File: config.mk
export PLATFORM = sky130hd
export DESIGN_NAME = micromips_mc_control
export DESIGN_NICKNAME = d
export VERILOG_FILES = /design/src/rtl/micromips_mc_control.sv
export SDC_FILE = /design/constraint.sdc
export NUM_CORES = 1
export LEC_CHECK = 0
export CAP_MARGIN = 10
export CORE_ASPECT_RATIO = 1.4
export CORE_MARGIN = 4
export CORE_UTILIZATION = 50
export CTS_CLUSTER_SIZE = 14
export DETAILED_ROUTE_END_ITERATION = 10
export PLACE_DENSITY = 0.84
export SETUP_SLACK_MARGIN = 0.05
export SYNTH_ARGS = -nofsm -noshare
export SYNTH_HDL_FRONTEND = slang
export SYNTH_SLANG_ARGS = --single-unit
File: constraint.sdc
create_clock -name clk -period 6.2 [get_ports clk]
set_input_delay 1.24 -clock clk [delete_from_list [all_inputs] [get_ports clk]]
set_output_delay 1.24 -clock clk [all_outputs]
set_load 0.01 [all_outputs]
File: src/rtl/micromips_mc_control.sv
// Purpose : multicycle control FSM for the MicroMIPS datapath (FETCH/DECODE/EXEC/MEM/WB/TRAP).
// Latency : with mem_ready=1, j/jr 2, branch/trap 3, ALU/sw 4, lw 5 cycles per instruction.
// Backpr. : FETCH, MEMRD and MEMWR hold until mem_ready (when MEM_HS=1); other states ignore it.
//
// Ports:
//   clk, rst            - clock, synchronous active-high reset (forces all outputs 0 while high)
//   op, fn              - instruction fields from the memory read, captured in FETCH on mem_ready
//   mem_ready           - memory access complete this cycle
//   pc_write ... illegal - Moore datapath controls decoded from state and the captured op/fn
//   retire_cnt          - count of completed instructions, wraps at 2^CNT_W
module micromips_mc_control #(
  parameter int MEM_HS  = 1,
  parameter int TRAP_EN = 1,
  parameter int CNT_W   = 16
) (
  input  logic             clk,
  input  logic             rst,
  input  logic [5:0]       op,
  input  logic [5:0]       fn,
  input  logic             mem_ready,
  output logic             pc_write,
  output logic             pc_write_cond,
  output logic             ir_write,
  output logic             inst_data,
  output logic             data_read,
  output logic             data_write,
  output logic             reg_write,
  output logic [1:0]       reg_dst,
  output logic [1:0]       reg_insrc,
  output logic             alu_srcx,
  output logic [1:0]       alu_srcy,
  output logic             add_sub,
  output logic [1:0]       logic_fn,
  output logic [1:0]       fn_class,
  output logic [1:0]       brtype,
  output logic [1:0]       PCsrc,
  output logic             jump_addr,
  output logic             illegal,
  output logic [CNT_W-1:0] retire_cnt
);

  typedef enum logic [2:0] {
    FETCH  = 3'd0,
    DECODE = 3'd1,
    EXEC   = 3'd2,
    MEMRD  = 3'd3,
    MEMWR  = 3'd4,
    WBALU  = 3'd5,
    WBMEM  = 3'd6,
    TRAP   = 3'd7
  } state_t;

  // Opcodes
  localparam logic [5:0] OP_RTYPE = 6'b000000;
  localparam logic [5:0] OP_LUI   = 6'b001111;
  localparam logic [5:0] OP_ADDI  = 6'b001000;
  localparam logic [5:0] OP_SLTI  = 6'b001010;
  localparam logic [5:0] OP_ANDI  = 6'b001100;
  localparam logic [5:0] OP_ORI   = 6'b001101;
  localparam logic [5:0] OP_XORI  = 6'b001110;
  localparam logic [5:0] OP_LW    = 6'b100011;
  localparam logic [5:0] OP_SW    = 6'b101011;
  localparam logic [5:0] OP_J     = 6'b000010;
  localparam logic [5:0] OP_JAL   = 6'b000011;
  localparam logic [5:0] OP_BLTZ  = 6'b000001;
  localparam logic [5:0] OP_BEQ   = 6'b000100;
  localparam logic [5:0] OP_BNE   = 6'b000101;

  // R-type function codes
  localparam logic [5:0] FN_ADD  = 6'b100000;
  localparam logic [5:0] FN_SUB  = 6'b100010;
  localparam logic [5:0] FN_SLT  = 6'b101010;
  localparam logic [5:0] FN_AND  = 6'b100100;
  localparam logic [5:0] FN_OR   = 6'b100101;
  localparam logic [5:0] FN_XOR  = 6'b100110;
  localparam logic [5:0] FN_NOR  = 6'b100111;
  localparam logic [5:0] FN_JR   = 6'b001000;
  localparam logic [5:0] FN_SYS  = 6'b001100;

  state_t     state, next_state;
  logic [5:0] op_q, fn_q;
  logic       ready;

  // With the handshake disabled every memory access completes in one cycle.
  assign ready = (MEM_HS != 0) ? mem_ready : 1'b1;

  // Instruction decode from the captured fields
  logic is_r;
  logic r_add, r_sub, r_slt, r_and, r_or, r_xor, r_nor, r_jr, r_sys;
  logic i_lui, i_addi, i_slti, i_andi, i_ori, i_xori, i_lw, i_sw;
  logic i_j, i_jal, i_bltz, i_beq, i_bne;
  logic is_branch, decoded;

  always_comb begin
    is_r   = (op_q == OP_RTYPE);
    r_add  = is_r && (fn_q == FN_ADD);
    r_sub  = is_r && (fn_q == FN_SUB);
    r_slt  = is_r && (fn_q == FN_SLT);
    r_and  = is_r && (fn_q == FN_AND);
    r_or   = is_r && (fn_q == FN_OR);
    r_xor  = is_r && (fn_q == FN_XOR);
    r_nor  = is_r && (fn_q == FN_NOR);
    r_jr   = is_r && (fn_q == FN_JR);
    r_sys  = is_r && (fn_q == FN_SYS);
    i_lui  = (op_q == OP_LUI);
    i_addi = (op_q == OP_ADDI);
    i_slti = (op_q == OP_SLTI);
    i_andi = (op_q == OP_ANDI);
    i_ori  = (op_q == OP_ORI);
    i_xori = (op_q == OP_XORI);
    i_lw   = (op_q == OP_LW);
    i_sw   = (op_q == OP_SW);
    i_j    = (op_q == OP_J);
    i_jal  = (op_q == OP_JAL);
    i_bltz = (op_q == OP_BLTZ);
    i_beq  = (op_q == OP_BEQ);
    i_bne  = (op_q == OP_BNE);
    is_branch = i_bltz || i_beq || i_bne;
    decoded = r_add || r_sub || r_slt || r_and || r_or || r_xor || r_nor || r_jr || r_sys ||
              i_lui || i_addi || i_slti || i_andi || i_ori || i_xori || i_lw || i_sw ||
              i_j || i_jal || is_branch;
  end

  // State, captured instruction fields and retire counter
  always_ff @(posedge clk) begin
    if (rst) begin
      state      <= FETCH;
      op_q       <= '0;
      fn_q       <= '0;
      retire_cnt <= '0;
    end else begin
      state <= next_state;
      if (state == FETCH && ready) begin
        op_q <= op;
        fn_q <= fn;
      end
      // An instruction retires whenever control returns to FETCH.
      if (state != FETCH && next_state == FETCH)
        retire_cnt <= retire_cnt + CNT_W'(1);
    end
  end

  // Next state and Moore outputs
  always_comb begin
    next_state    = state;
    pc_write      = 1'b0;
    pc_write_cond = 1'b0;
    ir_write      = 1'b0;
    inst_data     = 1'b0;
    data_read     = 1'b0;
    data_write    = 1'b0;
    reg_write     = 1'b0;
    reg_dst       = 2'b00;
    reg_insrc     = 2'b00;
    alu_srcx      = 1'b0;
    alu_srcy      = 2'b00;
    add_sub       = 1'b0;
    logic_fn      = 2'b00;
    fn_class      = 2'b00;
    brtype        = 2'b00;
    PCsrc         = 2'b00;
    jump_addr     = 1'b0;
    illegal       = 1'b0;

    if (!rst) begin
      unique case (state)
        FETCH: begin
          // ALU computes PC+4 while memory returns the instruction.
          data_read = 1'b1;
          fn_class  = 2'b10;
          if (ready) begin
            ir_write   = 1'b1;
            pc_write   = 1'b1;
            next_state = DECODE;
          end
        end

        DECODE: begin
          // Precompute the branch target into z in case this is a branch.
          alu_srcy = 2'b11;
          fn_class = 2'b10;
          if (i_j || i_jal) begin
            pc_write   = 1'b1;
            PCsrc      = 2'b01;
            next_state = FETCH;
            if (i_jal) begin
              reg_write = 1'b1;
              reg_dst   = 2'b10;
              reg_insrc = 2'b10;
            end
          end else if (r_jr) begin
            pc_write   = 1'b1;
            PCsrc      = 2'b10;
            next_state = FETCH;
          end else if (r_sys || (!decoded && TRAP_EN != 0)) begin
            next_state = TRAP;
          end else if (!decoded) begin
            next_state = FETCH;
          end else begin
            next_state = EXEC;
          end
        end

        EXEC: begin
          alu_srcx = 1'b1;
          alu_srcy = (is_r || is_branch) ? 2'b01 : 2'b10;
          if (r_add || i_addi || i_lw || i_sw) begin
            fn_class = 2'b10;
          end else if (r_sub) begin
            add_sub  = 1'b1;
            fn_class = 2'b10;
          end else if (r_slt || i_slti) begin
            add_sub  = 1'b1;
            fn_class = 2'b01;
          end else if (i_lui) begin
            fn_class = 2'b00;
          end else if (r_and || i_andi) begin
            fn_class = 2'b11;
            logic_fn = 2'b00;
          end else if (r_or || i_ori) begin
            fn_class = 2'b11;
            logic_fn = 2'b01;
          end else if (r_xor || i_xori) begin
            fn_class = 2'b11;
            logic_fn = 2'b10;
          end else if (r_nor) begin
            fn_class = 2'b11;
            logic_fn = 2'b11;
          end

          if (is_branch) begin
            pc_write_cond = 1'b1;
            PCsrc         = 2'b11;
            brtype        = i_beq ? 2'b01 : (i_bne ? 2'b10 : 2'b11);
            next_state    = FETCH;
          end else if (i_lw) begin
            next_state = MEMRD;
          end else if (i_sw) begin
            next_state = MEMWR;
          end else begin
            next_state = WBALU;
          end
        end

        MEMRD: begin
          inst_data = 1'b1;
          data_read = 1'b1;
          if (ready) next_state = WBMEM;
        end

        MEMWR: begin
          inst_data  = 1'b1;
          data_write = 1'b1;
          if (ready) next_state = FETCH;
        end

        WBALU: begin
          reg_write  = 1'b1;
          reg_insrc  = 2'b01;
          reg_dst    = is_r ? 2'b01 : 2'b00;
          next_state = FETCH;
        end

        WBMEM: begin
          reg_write  = 1'b1;
          reg_insrc  = 2'b00;
          reg_dst    = 2'b00;
          next_state = FETCH;
        end

        TRAP: begin
          pc_write   = 1'b1;
          PCsrc      = 2'b01;
          jump_addr  = 1'b1;
          illegal    = !r_sys;
          next_state = FETCH;
        end

        default: next_state = FETCH;
      endcase
    end
  end

endmodule
==> run_1/sizing.png <==
Scale bar: 20 um.
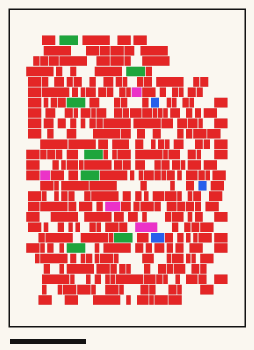
[green] x6 and larger | cells: 7 | share: 2.2% | most used: clkbuf_8
[red] x1 and smaller | cells: 311 | share: 96% | most used: clkdlybuf4s50_1
[magenta] x3 and x4 | cells: 4 | share: 1.2% | most used: buf_4
[blue] x2 | cells: 3 | share: 0.92% | most used: or2_2
worst setup slack after layout: 1.655 ns
Finished Cell Area: 2625 um^2

==> run_1/layers.png <==
Scale bar: 20 um.
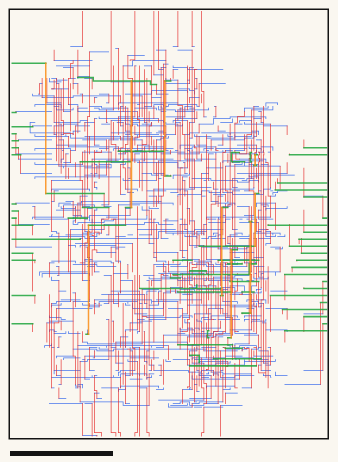
[blue] M1 | wire length: 2290 um
[red] M2 | wire length: 2700 um
[orange] M4 | wire length: 153 um
[green] M3 | wire length: 383 um

==> run_1/m3.png <==
Scale bar: 20 um.
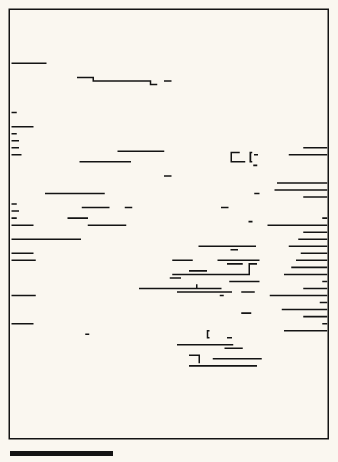
longest straight run: 15.6 um
share of all routed wire: 6.9%
nets with wire on the layer: 63
wire length on this layer: 383 um
routing usage on met3: 3.421%
sum of routed wire length over all layers: 5521 um
total number of vias: 2255

[run 1: worst paths after layout]
| path | from | endpoint | slack, ns | depth (start not counted) |
|---|---|---|---|---|
| max | rst | logic_fn[0] | 1.65 | 6 |
| max reg2reg | op_q[1] | retire_cnt[10] | 3.30 | 5 |
| min reg2reg | fn_q[5] | fn_q[5] | 0.48 | 2 |
| min | fn_q[5] | fn_q[5] | 0.48 | 2 |
[run 1: layer usage]
metal,routed length (um),part of all wire [%],GRT usage (%)
met1,2285,41,28.23
met2,2699,49,39.51
met3,383,6.9,3.421
met4,153,2.8,12.53
met5,0,0,0
[run 1: critical path, cell delays in order]
cell and delay [ns]:
clkdlybuf4s50_1 0.45, or3_1 0.43, a211o_1 0.32, nand2b_1 0.17
nor2_1 0.13, clkdlybuf4s50_1 0.56
==> reports/summary.json, run 1 <==
{
  "setup-violations-final": 0,
  "total_power_uw": 886.0,
  "power.switching_uw": 377.4,
  "worstPathRequired_ns": 4.96,
  "final_layout_clock_buffer_total": 8,
  "peakVddDrop_mv": 0.2503,
  "final_layout_net_count": 340,
  "dp.final_hpwl_um": 3999,
  "remaining_drc_errors": 0,
  "antenna_cells": 0,
  "layout.area.top_class": "combinational gates",
  "globalRouteTotalUtil_pct": 23.52,
  "clock-root-buffer": "clkbuf_8",
  "syn_inst": 280,
  "synth.mux.area_fraction_pct": 0.5019,
  "pin_slew_with_the_least_headroom_to_its_limit_ns": 0.9961,
  "sequential_cell_total": 31,
  "ys_cells": 280,
  "initCoreUtil_pct": 53.31,
  "synth_top_cell_by_count": "nand2_1",
  "antenna_violating_nets_post_route": 0,
  "clock_insertion_delay_worst_skew_ns": 0.28,
  "status": "completed",
  "power_leakage_uw": 0.0008823,
  "htree_levels": 2,
  "cts.hold.buffers_added": 0,
  "synth-xor-area-share_pct": 1.317,
  "regMostFlops": "retire_cnt",
  "timing_worst_setup_path_type": "in -> out",
  "grt_first_pass_wirelength_um": 9128,
  "crit_fanout": 4,
  "clk_transition_reported_paths_ns": 0.06,
  "seq_power_uw": 321,
  "drt_iter0_drc": 140,
  "first_global_vias": 2069,
  "netSwitchingFraction_pct": 42.59,
  "vias_per_cell": 6.144,
  "post-route-util_pct": 70.17,
  "final_max_slew_viol_count": 0,
  "regArea_um2": 620.6,
  "topCombFamilyByArea": "simple AND/OR/NAND/NOR gates",
  "cts_tree": "built",
  "seq_share_pct": 23.64,
  "maximum_clock_frequency_mhz": 220.0,
  "top_level_i_o_count": 56,
  "syn_to_final_growth_pct": 31.62,
  "fin_setup_tns_ns": 0,
  "layout.non_clock_inverters": 5,
  "drv_cap": 0,
  "combGateArea_um2": 1267,
  "max-slew-margin-rel_pct": 32.98,
  "yosysChipArea_um2": 1994,
  "floorplan.tapcells": 42,
  "synth-main-ff-cell": "dfxtp_1",
  "height_of_the_chip_um": 82.73,
  "synth.cellmix.simpleShare_pct": 36.70,
  "synthTopCellsByArea": "dfxtp_1, a21oi_1, nand2_1",
  "post-synth-top-area-cell": "dfxtp_1",
  "detailedPlace.worstSlack_ns": 1.673,
  "antenna_found_initial": 0,
  "detailedRoute.firstPassIterationCount": 4,
  "reg_top3": "retire_cnt (16), fn_q (6), op_q (6)",
  "timing.final.crit_period_ns": 4.545,
  "seqPwrFrac_pct": 36.3,
  "hold_removal_path_class": "reg -> reg",
  "p_comb_uw": 392,
  "power_report.internal_total_uw": 508.6,
  "cp.arrival_ns": 3.31,
  "final_layout_size_suffix_gt1_share_pct": 4.308,
  "finalCritPeriodShare_pct": 73.31,
  "chip_area_um2": 5078,
  "synth-seq-cells": 31,
  "cts_buffer_depth": 2,
  "unrepaired_setup_endpoints_after_global_routing": "false",
  "row_count": 26,
  "post_synth_fa_ha_maj_area_fraction_pct": 0.6274,
  "fill_cell_count": 318,
  "fin_skew_ns": 0.006402,
  "clock_power_share_pct": 19.5,
  "combPwrFrac_pct": 44.2,
  "routabilityCongestion": 0.9068,
  "stdcell_count": 367,
  "clock-sinks": 31,
  "postCtsSetupBuffers": 0,
  "power_clock_uw": 173
}
==> run_1/placed.png <==
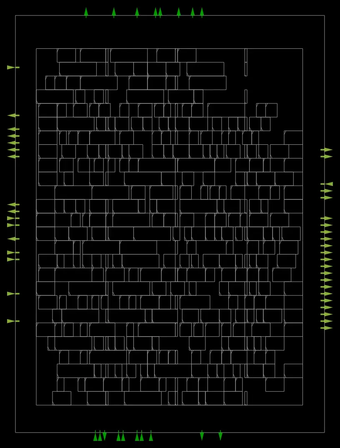

==> inputs of run 2 (changes only) <==
CORE_UTILIZATION = 43   (was 50)
PLACE_DENSITY = 0.77   (was 0.84)
clock period = 4.1 ns   (was 6.2 ns; I/O delays follow)
==> run_2/placed.png <==
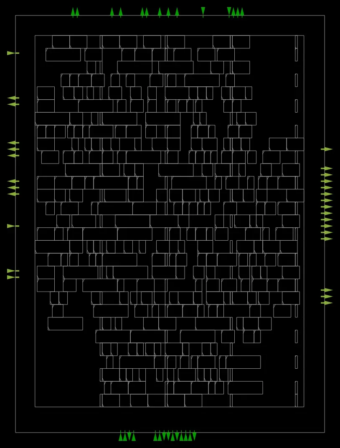
Seq area share: 23.39%
Layout Utilization: 58.98%
Seq cells: 31

==> reports/summary.json, run 2 <==
{
  "top_level_i_o_count": {"value": 56, "change": "unchanged"},
  "grt_util_met1": {"value": 24.88, "unit": "%", "change": "was 28.23%"},
  "worst_setup_path_endpoint": {"value": "logic_fn[0]", "change": "unchanged"},
  "hold_removal_path_class": {"value": "reg -> reg", "change": "unchanged"},
  "critPathLaunch": {"value": "rst", "change": "unchanged"},
  "timing.final.crit_period_ns": 3.704,
  "crit_family": {"value": "buffers and inverters", "change": "unchanged"},
  "post-synth-top-area-cell": {"value": "dfxtp_1", "change": "unchanged"},
  "synth_top_cell_by_count": {"value": "nand2_1", "change": "unchanged"},
  "final_layout_net_count": {"value": 343, "change": "was 340"},
  "crit_buf_inv": {"value": 2, "change": "unchanged"},
  "post_synth_fa_ha_maj_area_fraction": {"value": 0.6274, "unit": "%", "change": "unchanged"},
  "unrepaired_setup_endpoints_after_global_routing": {"value": "false", "change": "unchanged"},
  "netSwitchingFraction": {"value": 43.32, "unit": "%", "change": "was 42.59%"},
  "timing_worst_setup_path_type": {"value": "in -> out", "change": "unchanged"},
  "clk_transition_reported_paths": {"value": 0.06, "unit": "ns", "change": "about the same"},
  "critical_path.reg2reg.endpoint": {"value": "retire_cnt[10]", "change": "unchanged"},
  "final_layout_size_suffix_gt1_share": {"value": 4.878, "unit": "%", "change": "was 4.308%"},
  "htree_levels": {"value": 2, "change": "unchanged"},
  "met3_usage": {"value": 3.431, "unit": "%", "change": "was 3.421%"},
  "first_global_vias": {"value": 2072, "change": "was 2069"},
  "setup-violations-final": {"value": 0, "change": "unchanged"},
  "drt_iter0_drc": {"value": 249, "change": "was 140"},
  "cts_buffer_depth": {"value": 2, "change": "unchanged"},
  "hold-worst-slack": {"value": 0.4750, "unit": "ns", "change": "was 0.4839 ns"},
  "layout_setup_ws": {"value": 0.3960, "unit": "ns", "change": "was 1.655 ns"},
  "regMostFlops": {"value": "retire_cnt", "change": "unchanged"},
  "wirelength": {"value": 5607, "unit": "um", "change": "was 5521 um"},
  "route.vias.total": {"value": 2225, "change": "was 2255"},
  "wire_per_inst": {"value": 14.38, "unit": "um", "change": "was 15.04 um"},
  "yosysChipArea": {"value": 1994, "unit": "um^2", "change": "unchanged"},
  "synthTopCellsByArea": {"value": "dfxtp_1, a21oi_1, nand2_1", "change": "unchanged"},
  "postCtsSetupBuffers": {"value": 0, "change": "unchanged"},
  "crit_cells": {"value": 6, "change": "unchanged"},
  "grtUsageMet2": {"value": 35.94, "unit": "%", "change": "was 39.51%"},
  "path_cells": {"value": "clkdlybuf4s50_1 -> or3_1 -> a211o_1 -> nand2b_1 -> nor2_1 -> clkdlybuf4s50_1", "change": "unchanged"},
  "clock-sinks": {"value": 31, "change": "unchanged"},
  "antenna_violating_nets_post_route": {"value": 0, "change": "unchanged"},
  "syn_inst": {"value": 280, "change": "unchanged"},
  "initCoreUtil": {"value": 44.33, "unit": "%", "change": "was 53.31%"},
  "port_buffers": {"value": 55, "change": "unchanged"},
  "cp-start-kind": {"value": "input port", "change": "unchanged"},
  "worstPathRequired": {"value": 3.28, "unit": "ns", "change": "was 4.96 ns"},
  "vias_per_cell": {"value": 5.705, "change": "was 6.144"},
  "synth-main-ff-cell": {"value": "dfxtp_1", "change": "unchanged"},
  "seqPwrFrac": {"value": 36.0, "unit": "%", "change": "was 36.3%"},
  "combPwrFrac": {"value": 46.6, "unit": "%", "change": "was 44.2%"},
  "grt_remaining_overflow": {"value": 0, "change": "unchanged"},
  "post_cts_resized": {"value": 0, "change": "unchanged"},
  "power_report.internal_total": {"value": 751.4, "unit": "uW", "change": "was 508.6 uW"},
  "synth.cells.most_frequent": {"value": "nand2_1, a21oi_1, dfxtp_1", "change": "unchanged"},
  "peak_usage_layer_in_the_global_routing_report": {"value": "met2", "change": "unchanged"},
  "height_of_the_chip": {"value": 88.58, "unit": "um", "change": "was 82.73 um"},
  "layout.cells.most_common": {"value": "clkdlybuf4s50_1", "change": "unchanged"},
  "reg2reg_depth": {"value": 5, "change": "unchanged"},
  "cts.hold.buffers_added": {"value": 0, "change": "unchanged"},
  "row_count": {"value": 29, "change": "was 26"},
  "clock_power_share": {"value": 17.4, "unit": "%", "change": "was 19.5%"},
  "crit_fanout": {"value": 4, "change": "unchanged"},
  "placed_cell_area": {"value": 2572, "unit": "um^2", "change": "was 2517 um^2"},
  "total_power": {"value": 1326, "unit": "uW", "change": "was 886.0 uW"},
  "post_synth.cell_area_avg": {"value": 7.123, "unit": "um^2", "change": "unchanged"},
  "log.warning_count": {"value": 26, "change": "unchanged"},
  "antenna_found_initial": {"value": 0, "change": "unchanged"},
  "final_cell_area": {"value": 2654, "unit": "um^2", "change": "was 2625 um^2"},
  "min-delay-start": {"value": "fn_q[5]", "change": "unchanged"},
  "hold-path-cell-count": {"value": 2, "change": "unchanged"},
  "stdcell_count": {"value": 390, "change": "was 367"},
  "maximum_clock_frequency_mhz": 270.0,
  "power_clock": {"value": 230, "unit": "uW", "change": "was 173 uW"},
  "clock-root-buffer": {"value": "clkbuf_8", "change": "unchanged"},
  "synth-xor-area-share": {"value": 1.317, "unit": "%", "change": "unchanged"},
  "grt_first_pass_wirelength": {"value": 9446, "unit": "um", "change": "was 9128 um"},
  "yosysWarningCount": {"value": 0, "change": "unchanged"},
  "globalRouteTotalUtil": {"value": 20.39, "unit": "%", "change": "was 23.52%"},
  "pin_slew_with_the_least_headroom_to_its_limit": {"value": 0.8549, "unit": "ns", "change": "was 0.9961 ns"},
  "finalCritPeriodShare_pct": 90.34,
  "detailedRoute.firstPassIterationCount": {"value": 4, "change": "unchanged"},
  "cp_slowest_stage_delay": {"value": 0.54, "unit": "ns", "change": "was 0.56 ns"},
  "fin_setup_tns": {"value": 0, "unit": "ns", "change": "unchanged"},
  "reg_top3": {"value": "retire_cnt (16), fn_q (6), op_q (6)", "change": "unchanged"},
  "yosys.stat.seqShare": {"value": 31.12, "unit": "%", "change": "unchanged"},
  "max-slew-margin-rel": {"value": 42.95, "unit": "%", "change": "was 32.98%"},
  "critical_path.slowest_cell": {"value": "clkdlybuf4s50_1", "change": "unchanged"},
  "clock_insertion_delay_worst_skew": {"value": 0.28, "unit": "ns", "change": "about the same"},
  "fin_skew": {"value": 0.01022, "unit": "ns", "change": "was 0.006402 ns"},
  "ys_cells": {"value": 280, "change": "unchanged"},
  "critPathMostFrequentCell": {"value": "clkdlybuf4s50_1", "change": "unchanged"},
  "routabilityCongestion": {"value": 0.8785, "change": "was 0.9068"},
  "synth.cellmix.simpleShare": {"value": 36.70, "unit": "%", "change": "unchanged"},
  "topCombFamilyByArea": {"value": "simple AND/OR/NAND/NOR gates", "change": "unchanged"},
  "fp.dieW": {"value": 65.56, "unit": "um", "change": "was 61.38 um"},
  "synth-seq-cells": {"value": 31, "change": "unchanged"},
  "peakVddDrop": {"value": 0.3183, "unit": "mV", "change": "was 0.2503 mV"},
  "grt_max_degree": {"value": 41, "change": "was 43"},
  "power.switching": {"value": 574.3, "unit": "uW", "change": "was 377.4 uW"},
  "status": {"value": "completed", "change": "unchanged"},
  "dp_cells": {"value": 382, "change": "was 358"},
  "cts_tree": {"value": "built", "change": "unchanged"},
  "final_max_slew_viol_count": {"value": 0, "change": "unchanged"},
  "syn_to_final_growth": {"value": 33.06, "unit": "%", "change": "was 31.62%"},
  "detailedPlace.worstSlack": {"value": 0.3960, "unit": "ns", "change": "was 1.673 ns"},
  "chip_area": {"value": 5807, "unit": "um^2", "change": "was 5078 um^2"},
  "synth-async-reset-ratio": {"value": 0, "unit": "%", "change": "unchanged"},
  "seq_power": {"value": 477, "unit": "uW", "change": "was 321 uW"},
  "r2r_setup_slack": {"value": 1.44, "unit": "ns", "change": "was 3.30 ns"},
  "worst_hold_path.endpoint": {"value": "fn_q[5]", "change": "unchanged"},
  "power_leakage": {"value": 0.0008875, "unit": "uW", "change": "was 0.0008823 uW"},
  "synth.mux.area_fraction": {"value": 0.5019, "unit": "%", "change": "unchanged"},
  "antenna_cells": {"value": 0, "change": "unchanged"},
  "cp.arrival": {"value": 2.88, "unit": "ns", "change": "was 3.31 ns"},
  "max_reg_flops": {"value": 16, "change": "unchanged"},
  "drv_cap": {"value": 0, "change": "unchanged"},
  "p_comb": {"value": 618, "unit": "uW", "change": "was 392 uW"},
  "remaining_drc_errors": {"value": 0, "change": "unchanged"},
  "ys_sh_aoi": {"value": 24.40, "unit": "%", "change": "unchanged"},
  "crit-reg2reg-launch": {"value": "op_q[0]", "change": "was op_q[1]"},
  "dp.final_hpwl": {"value": 4045, "unit": "um", "change": "was 3999 um"}
}
run 2: cell types whose count changed in the layout (fill, tap and decap cells not counted):
| cell | previous run | this run |
|---|---|---|
| clkbuf_8 | 7 | 5 |
| buf_4 | 2 | 5 |
| clkbuf_1 | 1 | 2 |
| clkinv_2 | 0 | 1 |
run 2: area by class of cell:
class / instances / area (um^2)
sequential: 31 / 620.6
inverter: 5 / 18.77
clock inverter: 1 / 5.005
clock buffer: 7 / 76.32
fill: 450 / 1846
timing repair buffer: 60 / 588.1
multi-input combinational: 224 / 1267
tap: 62 / 77.57
run 2: layer usage:
layer	vias to the layer above	share of wire (%)
met5	-	0
li1	1111	-
met2	53	53
met3	9	4.0
met4	0	1.5
met1	1052	42
==> inputs of run 3 (changes only) <==
TNS_END_PERCENT = 100   (was default)
==> run_3/m3.png <==
Scale bar: 20 um.
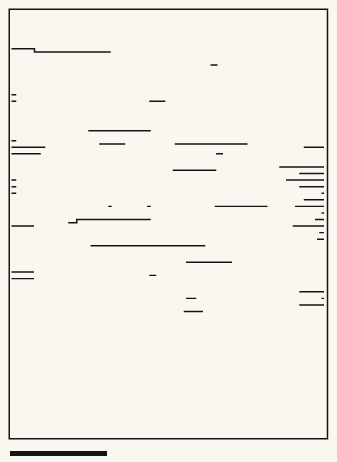
share of all routed wire: 4.0%
nets with wire on the layer: 37

==> reports/summary.json, run 3 <==
{
  "status": {"value": "completed", "change": "unchanged"},
  "cts_buffer_depth": {"value": 2, "change": "unchanged"},
  "seq_power": {"value": 477, "unit": "uW", "change": "about the same"},
  "synth_top_cell_by_count": {"value": "nand2_1", "change": "unchanged"},
  "max-slew-margin-rel": {"value": 42.95, "unit": "%", "change": "unchanged"},
  "met3_usage": {"value": 3.431, "unit": "%", "change": "unchanged"},
  "htree_levels": {"value": 2, "change": "unchanged"},
  "cp-start-kind": {"value": "input port", "change": "unchanged"},
  "critPathMostFrequentCell": {"value": "clkdlybuf4s50_1", "change": "unchanged"},
  "clock-sinks": {"value": 31, "change": "unchanged"},
  "timing.final.crit_period": {"value": 3.704, "unit": "ns", "change": "unchanged"},
  "placed_cell_area": {"value": 2572, "unit": "um^2", "change": "unchanged"},
  "final_cell_area": {"value": 2654, "unit": "um^2", "change": "unchanged"},
  "dp.final_hpwl": {"value": 4045, "unit": "um", "change": "unchanged"},
  "ys_sh_aoi": {"value": 24.40, "unit": "%", "change": "unchanged"},
  "post_synth.cell_area_avg": {"value": 7.123, "unit": "um^2", "change": "unchanged"},
  "peakVddDrop": {"value": 0.3183, "unit": "mV", "change": "unchanged"},
  "detailedPlace.worstSlack": {"value": 0.3960, "unit": "ns", "change": "unchanged"},
  "height_of_the_chip": {"value": 88.58, "unit": "um", "change": "unchanged"},
  "route.vias.total": {"value": 2225, "change": "unchanged"},
  "routed-wl-met2": {"value": 2964, "unit": "um", "change": "unchanged"},
  "clock-root-buffer": {"value": "clkbuf_8", "change": "unchanged"},
  "routabilityCongestion": {"value": 0.8785, "change": "unchanged"},
  "synth-xor-area-share": {"value": 1.317, "unit": "%", "change": "unchanged"},
  "total_power": {"value": 1326, "unit": "uW", "change": "unchanged"},
  "postCtsSetupBuffers": {"value": 0, "change": "unchanged"},
  "top_level_i_o_count": {"value": 56, "change": "unchanged"},
  "detailedRoute.firstPassIterationCount": {"value": 4, "change": "unchanged"},
  "globalRouteTotalUtil": {"value": 20.39, "unit": "%", "change": "unchanged"},
  "p_comb": {"value": 618, "unit": "uW", "change": "about the same"},
  "drt-met1-wl": {"value": 2332, "unit": "um", "change": "unchanged"},
  "grt_max_degree": {"value": 41, "change": "unchanged"},
  "synth.cellmix.simpleShare": {"value": 36.70, "unit": "%", "change": "unchanged"},
  "power.largest_group": {"value": "combinational logic", "change": "unchanged"},
  "clock_power_share": {"value": 17.4, "unit": "%", "change": "about the same"},
  "crit_fanout": {"value": 4, "change": "unchanged"},
  "reg_top3": {"value": "retire_cnt (16), fn_q (6), op_q (6)", "change": "unchanged"},
  "dp_cells": {"value": 382, "change": "unchanged"},
  "synthesis.nets": {"value": 296, "change": "unchanged"},
  "antenna_found_initial": {"value": 0, "change": "unchanged"},
  "final_cell_mix": {"value": "clkdlybuf4s50_1, nand2_1, a21oi_1", "change": "unchanged"},
  "yosysWarningCount": {"value": 0, "change": "unchanged"},
  "power.switching": {"value": 574.3, "unit": "uW", "change": "unchanged"},
  "final_layout_size_suffix_gt1_share": {"value": 4.878, "unit": "%", "change": "unchanged"},
  "path_cells": {"value": "clkdlybuf4s50_1 -> or3_1 -> a211o_1 -> nand2b_1 -> nor2_1 -> clkdlybuf4s50_1", "change": "unchanged"},
  "post-route-util": {"value": 58.98, "unit": "%", "change": "unchanged"},
  "log.warning_count": {"value": 26, "change": "unchanged"},
  "power_report.internal_total": {"value": 751.4, "unit": "uW", "change": "unchanged"},
  "remaining_drc_errors": {"value": 0, "change": "unchanged"},
  "post_cts_resized": {"value": 0, "change": "unchanged"},
  "crit_buf_inv": {"value": 2, "change": "unchanged"},
  "crit_family": {"value": "buffers and inverters", "change": "unchanged"},
  "fp.dieW": {"value": 65.56, "unit": "um", "change": "unchanged"},
  "post_synth_fa_ha_maj_area_fraction": {"value": 0.6274, "unit": "%", "change": "unchanged"},
  "initCoreUtil": {"value": 44.33, "unit": "%", "change": "unchanged"},
  "synth-main-ff-cell": {"value": "dfxtp_1", "change": "unchanged"},
  "wirelength": {"value": 5607, "unit": "um", "change": "unchanged"},
  "clk_transition_reported_paths": {"value": 0.06, "unit": "ns", "change": "about the same"},
  "hold_removal_path_class": {"value": "reg -> reg", "change": "unchanged"},
  "layout.cells.most_common": {"value": "clkdlybuf4s50_1", "change": "unchanged"},
  "pin_slew_with_the_least_headroom_to_its_limit": {"value": 0.8549, "unit": "ns", "change": "unchanged"},
  "post-synth-top-area-cell": {"value": "dfxtp_1", "change": "unchanged"},
  "grtUsageMet2": {"value": 35.94, "unit": "%", "change": "unchanged"},
  "port_buffers": {"value": 55, "change": "unchanged"},
  "hold-worst-slack": {"value": 0.4750, "unit": "ns", "change": "unchanged"},
  "unrepaired_setup_endpoints_after_global_routing": {"value": "false", "change": "unchanged"},
  "first_global_vias": {"value": 2072, "change": "unchanged"},
  "synth.mux.area_fraction": {"value": 0.5019, "unit": "%", "change": "unchanged"},
  "ys_cells": {"value": 280, "change": "unchanged"},
  "synth-async-reset-ratio": {"value": 0, "unit": "%", "change": "unchanged"},
  "peak_usage_layer_in_the_global_routing_report": {"value": "met2", "change": "unchanged"},
  "fin_setup_tns": {"value": 0, "unit": "ns", "change": "unchanged"},
  "finalCritPeriodShare": {"value": 90.34, "unit": "%", "change": "unchanged"},
  "drt_iter0_drc": {"value": 249, "change": "unchanged"},
  "final_layout_net_count": {"value": 343, "change": "unchanged"},
  "yosysChipArea": {"value": 1994, "unit": "um^2", "change": "unchanged"},
  "cts.hold.buffers_added": {"value": 0, "change": "unchanged"},
  "synthTopCellsByArea": {"value": "dfxtp_1, a21oi_1, nand2_1", "change": "unchanged"},
  "wire_per_inst": {"value": 14.38, "unit": "um", "change": "unchanged"},
  "topCombFamilyByArea": {"value": "simple AND/OR/NAND/NOR gates", "change": "unchanged"},
  "stdcell_count": {"value": 390, "change": "unchanged"},
  "synth.cells.most_frequent": {"value": "nand2_1, a21oi_1, dfxtp_1", "change": "unchanged"},
  "row_count": {"value": 29, "change": "unchanged"},
  "syn_inst": {"value": 280, "change": "unchanged"},
  "grt_first_pass_wirelength": {"value": 9446, "unit": "um", "change": "unchanged"},
  "critical_path.slowest_cell": {"value": "clkdlybuf4s50_1", "change": "unchanged"},
  "grt_util_met1": {"value": 24.88, "unit": "%", "change": "unchanged"},
  "grt_remaining_overflow": {"value": 0, "change": "unchanged"},
  "layout_setup_ws": {"value": 0.3960, "unit": "ns", "change": "unchanged"},
  "regMostFlops": {"value": "retire_cnt", "change": "unchanged"},
  "clock_insertion_delay_worst_skew": {"value": 0.28, "unit": "ns", "change": "about the same"},
  "cts_tree": {"value": "built", "change": "unchanged"},
  "met3_routed_length": {"value": 224, "unit": "um", "change": "unchanged"},
  "combPwrFrac": {"value": 46.6, "unit": "%", "change": "about the same"},
  "antenna_violating_nets_post_route": {"value": 0, "change": "unchanged"},
  "final_max_slew_viol_count": {"value": 0, "change": "unchanged"},
  "power_leakage": {"value": 0.0008875, "unit": "uW", "change": "unchanged"},
  "syn_to_final_growth": {"value": 33.06, "unit": "%", "change": "unchanged"},
  "yosys.stat.seqShare": {"value": 31.12, "unit": "%", "change": "unchanged"},
  "power_clock": {"value": 230, "unit": "uW", "change": "about the same"},
  "drv_cap": {"value": 0, "change": "unchanged"},
  "cp.arrival": {"value": 2.88, "unit": "ns", "change": "about the same"},
  "fin_skew": {"value": 0.01022, "unit": "ns", "change": "unchanged"},
  "setup-violations-final": {"value": 0, "change": "unchanged"},
  "top_layer_used": {"value": "met4", "change": "unchanged"},
  "timing_worst_setup_path_type": {"value": "in -> out", "change": "unchanged"},
  "antenna_cells": {"value": 0, "change": "unchanged"},
  "max_reg_flops": {"value": 16, "change": "unchanged"},
  "maximum_clock_frequency": {"value": 270.0, "unit": "MHz", "change": "unchanged"},
  "vias_per_cell": {"value": 5.705, "change": "unchanged"}
}
[run 3: tightest hold or removal path, stage by stage (launching register included)]
cell and delay [ns]:
dfxtp_1 0.32, nand2_1 0.06, a21oi_1 0.05
[run 3: worst paths after layout]
path,end,slack (ns),from,cells after the start
worst max-delay path,logic_fn[0],0.40,rst,6
worst min-delay path,fn_q[5],0.48,fn_q[5],2
worst max register to register,retire_cnt[10],1.44,op_q[0],5
worst min register to register,fn_q[5],0.48,fn_q[5],2
[run 3: cell type report]
cell class	count	area, um^2
Multi-Input combinational cell	224	1267
Tap cell	62	77.57
Sequential cell	31	620.6
Clock inverter	1	5.005
Timing Repair Buffer	60	588.1
Clock buffer	7	76.32
Inverter	5	18.77
Fill cell	450	1846
Power and IR drop assume default switching activity.
